**src/rtl/ddp_hdr_framer_if.sv**
```systemverilog
// Signal bundle around the header framer: RDMAP header strobe in, 32-bit DDP word stream out.
// master is the framer's view (consumes headers, drives words); slave is the surrounding logic.
interface ddp_hdr_framer_if;
  logic [55:0] rdmap2DdpHeader;
  logic [7:0]  rdmap2DdpCtrl;
  logic        rdmap2DdpHdrValid;
  logic [31:0] ddpData;
  logic        ddpValid;
  logic        ddpSop;
  logic        ddpEop;
  logic        ddpReady;

  modport master (
    input  rdmap2DdpHeader,
    input  rdmap2DdpCtrl,
    input  rdmap2DdpHdrValid,
    output ddpData,
    output ddpValid,
    output ddpSop,
    output ddpEop,
    input  ddpReady
  );

  modport slave (
    output rdmap2DdpHeader,
    output rdmap2DdpCtrl,
    output rdmap2DdpHdrValid,
    input  ddpData,
    input  ddpValid,
    input  ddpSop,
    input  ddpEop,
    output ddpReady
  );
endinterface

```
**src/rtl/ddp_hdr_framer.sv**
```systemverilog
// Queues RDMAP headers in a small FIFO and frames each one, stamped with a 16-bit MSN,
// as a 2-word (SEND) or 3-word frame on a valid/ready 32-bit stream.
module ddp_hdr_framer #(
  parameter int DEPTH = 4,
  parameter int CW    = 3
) (
  input  logic            clock,
  input  logic            reset,
  ddp_hdr_framer_if.master bus,
  output logic [CW-1:0]   hdrFifoCount,
  output logic            hdrOverflow
);

  localparam int AW = $clog2(DEPTH);
  localparam logic [CW-1:0] FULL = CW'(DEPTH);

  localparam logic [1:0] IDLE = 2'd0;
  localparam logic [1:0] W0   = 2'd1;
  localparam logic [1:0] W1   = 2'd2;
  localparam logic [1:0] W2   = 2'd3;

  logic [63:0]   mem [DEPTH];
  logic [AW-1:0] wr_ptr;
  logic [AW-1:0] rd_ptr;
  logic [1:0]    state;
  logic [15:0]   msn;
  logic [7:0]    cur_ctrl;
  logic [55:0]   cur_hdr;

  logic          push;
  logic          pop;
  logic          accept;
  logic          cur_send;
  logic          frame_done;
  logic [63:0]   head;
  logic [15:0]   msn_start;

  function automatic logic is_send(input logic [7:0] ctrl);
    return ctrl[3:0] == 4'b0000;
  endfunction

  function automatic logic [31:0] word0(input logic [7:0] ctrl, input logic [15:0] seq);
    logic tagged_op;
    tagged_op = (ctrl[3:0] == 4'b0011) || (ctrl[3:0] == 4'b0111);
    return {ctrl, tagged_op, 7'd0, seq};
  endfunction

  // Full test uses the registered count only, so a same-cycle pop never makes room for a push.
  always_comb begin
    push       = bus.rdmap2DdpHdrValid && (hdrFifoCount != FULL);
    accept     = bus.ddpValid && bus.ddpReady;
    cur_send   = is_send(cur_ctrl);
    frame_done = accept && (((state == W1) && cur_send) || (state == W2));
    pop        = (hdrFifoCount != '0) && ((state == IDLE) || frame_done);
    head       = mem[rd_ptr];
    // A frame started on the closing edge of the previous one carries the incremented MSN.
    msn_start  = frame_done ? (msn + 16'd1) : msn;
  end

  always_ff @(posedge clock) begin
    if (push) begin
      mem[wr_ptr] <= {bus.rdmap2DdpCtrl, bus.rdmap2DdpHeader};
    end
    if (pop) begin
      cur_ctrl <= head[63:56];
      cur_hdr  <= head[55:0];
    end
  end

  always_ff @(posedge clock) begin
    if (!reset) begin
      wr_ptr       <= '0;
      rd_ptr       <= '0;
      hdrFifoCount <= '0;
      hdrOverflow  <= 1'b0;
      state        <= IDLE;
      msn          <= '0;
      bus.ddpData  <= '0;
      bus.ddpValid <= 1'b0;
      bus.ddpSop   <= 1'b0;
      bus.ddpEop   <= 1'b0;
    end else begin
      if (push) begin
        wr_ptr <= wr_ptr + AW'(1);
      end
      if (bus.rdmap2DdpHdrValid && (hdrFifoCount == FULL)) begin
        hdrOverflow <= 1'b1;
      end
      case ({push, pop})
        2'b10:   hdrFifoCount <= hdrFifoCount + CW'(1);
        2'b01:   hdrFifoCount <= hdrFifoCount - CW'(1);
        default: hdrFifoCount <= hdrFifoCount;
      endcase

      if (frame_done) begin
        msn <= msn + 16'd1;
      end

      if (pop) begin
        rd_ptr       <= rd_ptr + AW'(1);
        state        <= W0;
        bus.ddpData  <= word0(head[63:56], msn_start);
        bus.ddpValid <= 1'b1;
        bus.ddpSop   <= 1'b1;
        bus.ddpEop   <= 1'b0;
      end else if (frame_done) begin
        state        <= IDLE;
        bus.ddpValid <= 1'b0;
        bus.ddpSop   <= 1'b0;
        bus.ddpEop   <= 1'b0;
      end else if (accept) begin
        case (state)
          W0: begin
            state       <= W1;
            bus.ddpData <= cur_hdr[55:24];
            bus.ddpSop  <= 1'b0;
            bus.ddpEop  <= cur_send;
          end
          W1: begin
            state       <= W2;
            bus.ddpData <= {cur_hdr[23:0], 8'h00};
            bus.ddpEop  <= 1'b1;
          end
          default: state <= state;
        endcase
      end
    end
  end

endmodule

```
**src/flat_wrapper.sv**
```systemverilog
// flat-port wrapper written by rule: the top's interface ports become plain ports
module ddp_hdr_framer_flat 
#(
  parameter int DEPTH = 4,
  parameter int CW    = 3
)
  (clock, reset, hdrFifoCount, hdrOverflow, bus_rdmap2DdpHeader, bus_rdmap2DdpCtrl, bus_rdmap2DdpHdrValid, bus_ddpData, bus_ddpValid, bus_ddpSop, bus_ddpEop, bus_ddpReady);
  ddp_hdr_framer_if bus_i ();
  input  logic clock;
  input  logic reset;
  output logic [CW-1:0] hdrFifoCount;
  output logic hdrOverflow;
  input wire logic [$bits(bus_i.rdmap2DdpHeader)-1:0] bus_rdmap2DdpHeader;
  input wire logic [$bits(bus_i.rdmap2DdpCtrl)-1:0] bus_rdmap2DdpCtrl;
  input wire logic [$bits(bus_i.rdmap2DdpHdrValid)-1:0] bus_rdmap2DdpHdrValid;
  output wire logic [$bits(bus_i.ddpData)-1:0] bus_ddpData;
  output wire logic [$bits(bus_i.ddpValid)-1:0] bus_ddpValid;
  output wire logic [$bits(bus_i.ddpSop)-1:0] bus_ddpSop;
  output wire logic [$bits(bus_i.ddpEop)-1:0] bus_ddpEop;
  input wire logic [$bits(bus_i.ddpReady)-1:0] bus_ddpReady;
  assign bus_i.rdmap2DdpHeader = bus_rdmap2DdpHeader;
  assign bus_i.rdmap2DdpCtrl = bus_rdmap2DdpCtrl;
  assign bus_i.rdmap2DdpHdrValid = bus_rdmap2DdpHdrValid;
  assign bus_ddpData = bus_i.ddpData;
  assign bus_ddpValid = bus_i.ddpValid;
  assign bus_ddpSop = bus_i.ddpSop;
  assign bus_ddpEop = bus_i.ddpEop;
  assign bus_i.ddpReady = bus_ddpReady;
  ddp_hdr_framer #(.DEPTH(DEPTH), .CW(CW)) u_core (.clock(clock), .reset(reset), .bus(bus_i), .hdrFifoCount(hdrFifoCount), .hdrOverflow(hdrOverflow));
endmodule
```
**config.mk**
```make
export PLATFORM = sky130hd
export DESIGN_NAME = ddp_hdr_framer_flat
export DESIGN_NICKNAME = d
export VERILOG_FILES = /design/src/rtl/ddp_hdr_framer_if.sv /design/src/rtl/ddp_hdr_framer.sv /design/src/flat_wrapper.sv
export SDC_FILE = /design/constraint.sdc
export NUM_CORES = 1
export LEC_CHECK = 0
export ABC_AREA = 1
export CAP_MARGIN = 20
export CORE_ASPECT_RATIO = 0.5
export CORE_MARGIN = 8
export CORE_UTILIZATION = 55
export CTS_BUF_LIST = sky130_fd_sc_hd__clkbuf_4 sky130_fd_sc_hd__clkbuf_8
export CTS_CLUSTER_SIZE = 8
export DETAILED_ROUTE_END_ITERATION = 10
export GPL_TIMING_DRIVEN = 0
export PLACE_DENSITY = 0.75
export SETUP_SLACK_MARGIN = 0.3
export SLEW_MARGIN = 15
export SYNTH_ARGS = -nofsm -noshare
export SYNTH_HDL_FRONTEND = slang
export SYNTH_SLANG_ARGS = --single-unit
```
**constraint.sdc**
```tcl
create_clock -name clock -period 5.6 [get_ports clock]
set_input_delay 1.12 -clock clock [delete_from_list [all_inputs] [get_ports clock]]
set_output_delay 1.12 -clock clock [all_outputs]
set_load 0.01 [all_outputs]
```
Fig. 1: clock nets
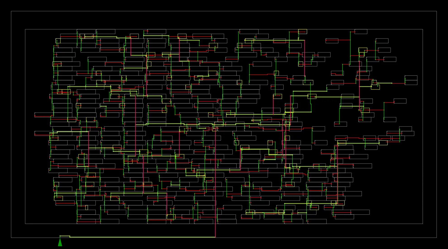
Latency at later pin: 0.62 ns
CTS Buf Count: 54
Clock buffer cells: 84

Fig. 2: the metal 1 layer
Supply wires on this layer in grey.
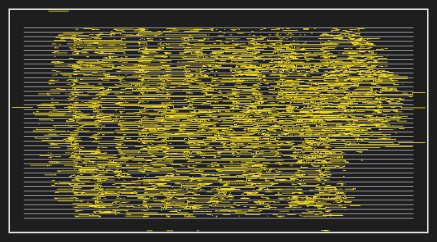
The layer carries 15600 µm of wire. The layer holds 40% of the routed length. 1461 nets have wire on it. The longest straight run is 57.0 µm. The wires run mostly horizontal.

Fig. 3: the metal 4 layer
Supply wires on this layer in grey.
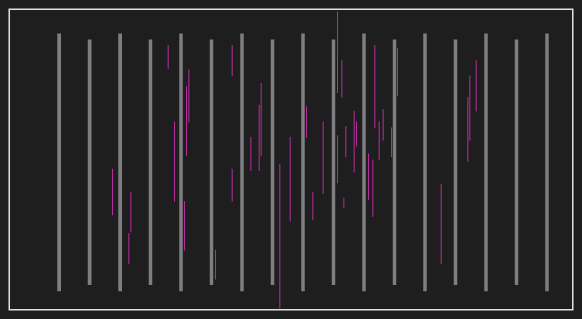
The wires run mostly vertical. The layer holds 2.2% of the routed length. The longest straight run is 63.9 µm. 23 nets have wire on it. The layer carries 840 µm of wire.

Fig. 4: zoomed window
Scale bar: 10 µm. Region (110, 52) to (140, 82) µm. Cells in grey, sequential cells in the stronger grey; small squares are vias.
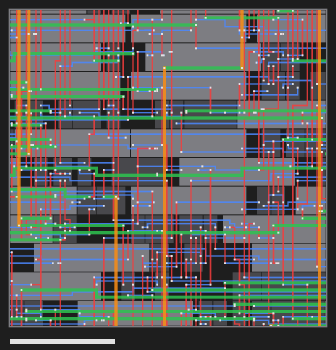
Key: green = met3; red = met2; blue = met1; orange = met4
Sequential cells in the window: 18. Netlist names of flops here include `u_core.cur_hdr` (10), `u_core.mem` (8). Most frequent: edfxtp_1 (18), nand2_1 (13), o21ai_0 (6). 61 logic cells have their middle in the window.

==> ci_impl_report.md <==
### Yosys + OpenROAD results

| Metric | Value |
|---|---|
| Flop pwr share | `0.463` |
| Fin crit share | `0.636` |
| Synth Cell Area | `approximately 15000 µm²` |
| Worst rel slew slack | `0.522` |
| Sink Count | `379` |
| DIE WIDTH | `250 µm` |
| CP Class | `in -> reg` |
| Final Skew | `between 0.02 and 0.03 ns` |
| Fin area | `17900 µm²` |
| P_clk | `roughly 2100 µW` |
| Top reg by flops | `u_core.mem` |
| Critical path data arrival time | `4.08 ns` |
| CP Max Fanout | `70` |
| Post-synth regs | `about 380` |
| Register share after synthesis | `0.713` |
| CTS Buffer Depth | `3` |
| Yosys cell count | `1291` |
| Crit-path cells | `clkdlybuf4s50_1, nand2_2, inv_2, nand2_4, nand2_4, nand2_4, inv_2, buf_6, ha_1, inv_1, fa_1, nor2_1, nor2_1, nand2_1, o21ai_0, a21oi_1` |
| Most frequent logic cell in the layout | `edfxtp_1` |
| Flop-to-flop setup slack | `2.47 ns` |
| Xor/xnor share | `0.00232` |
| OpenROAD warnings | `32` |
| Most frequent cells after synthesis | `edfxtp_1, nand2_1, nor2_1` |
| Number of vias per cell | `slightly below 6` |
| Synth Area in Simple Gates | `0.134` |
| Seq pwr | `~4100 µW` |
| RSZ-0062 raised after global routing | `false` |
| Nets@finish | `1545` |
| Final Power | `8800 µW` |
| Initial antenna violation count | `0` |
| Htree depth | `2` |
| DR iter-0 viols | `1214` |
| Most numerous cell on the critical path | `nand2_4` |
| Area fraction in compound gates | `0.0985` |
| Flop area | `10800 µm²` |
| MUX area fraction | `0` |
| Core Area | `26700 µm²` |
| Worst R2R Start | `u_core.state[0]` |
| Top Registers | `u_core.mem: 256 flops, u_core.cur_hdr: 56 flops, u_core.bus.ddpData: 32 flops` |
| Final ANT Viol Nets | `0` |
| Filler cell count | `1886` |
| Logic gate share of total power | `0.299` |
| Slew @ Worst Pin | `slightly above 0.7 ns` |
| Status | `complete, no violations` |
| # Post-CTS Setup Buffers | `0` |
| PD cells | `between 400 and 500 nW/µm²` |
| CP max stage cell | `buf_6` |
| Adder-Cell Fraction of Synth Area | `0.00963` |
| Row count | `42` |
| Dominant cell area share | `0.630` |
| WHS Path Cells | `2` |
| Fmax achieved | `281 MHz` |
| Post-CTS sizing | `0` |
## metrics by stage
step           utilization  setup slack [ns]  std cells  hold WS [ns]
2_1_floorplan            -              1.18       1291         0.433
3_3_place_gp         0.620             -1.87       1748         0.440
3_5_place_dp         0.633              1.46       1761         0.453
4_1_cts              0.671              2.06       1849         0.461
5_1_grt              0.671              1.84       1850         0.485
6_report             0.671              2.04       1850         0.455
## how the worst max path moves through the flow
stage / start / endpoint / slack, ns / depth (start not counted)
CTS: bus_ddpReady / u_core.hdrFifoCount[2] / 2.06 / 16
global route: bus_ddpReady / u_core.hdrFifoCount[2] / 1.84 / 16
detailed placement: bus_ddpReady / u_core.hdrFifoCount[2] / 1.46 / 16
finish: bus_ddpReady / u_core.hdrFifoCount[2] / 2.04 / 16
global placement: bus_rdmap2DdpHdrValid / u_core.mem[0][36] / -1.87 / 3
floorplan: bus_rdmap2DdpHdrValid / u_core.mem[0][0] / 1.18 / 2
## worst max-delay path: cells and delay by family
family,cells,cell delay (ns)
buffers and inverters,5,1.40
AND-OR/OR-AND,2,0.25
AND/OR/NAND/NOR,7,0.65
adder cells (fa/ha/maj),2,0.65
## cell type report
cell class | instances | area share
Multi-Input combinational cell | 763 | 0.207
Timing Repair Buffer | 119 | 0.0765
Clock inverter | 4 | 0.00216
Clock buffer | 84 | 0.0540
Inverter | 74 | 0.0156
Sequential cell | 379 | 0.600
Tap cell | 352 | 0.0246
Buffer | 75 | 0.0201
## per-layer routing
| metal | GRT usage | vias up | wire length [µm] |
|---|---|---|---|
| met2 | 0.376 | 579 | 18400 |
| met1 | 0.305 | 5180 | 15600 |
| li1 | - | 4894 | - |
| met5 | 0 | - | 0 |
| met4 | 0.0692 | 0 | 839 |
| met3 | 0.0496 | 85 | 4110 |
No activity file was given, so power comes from the tool's default toggle rates.
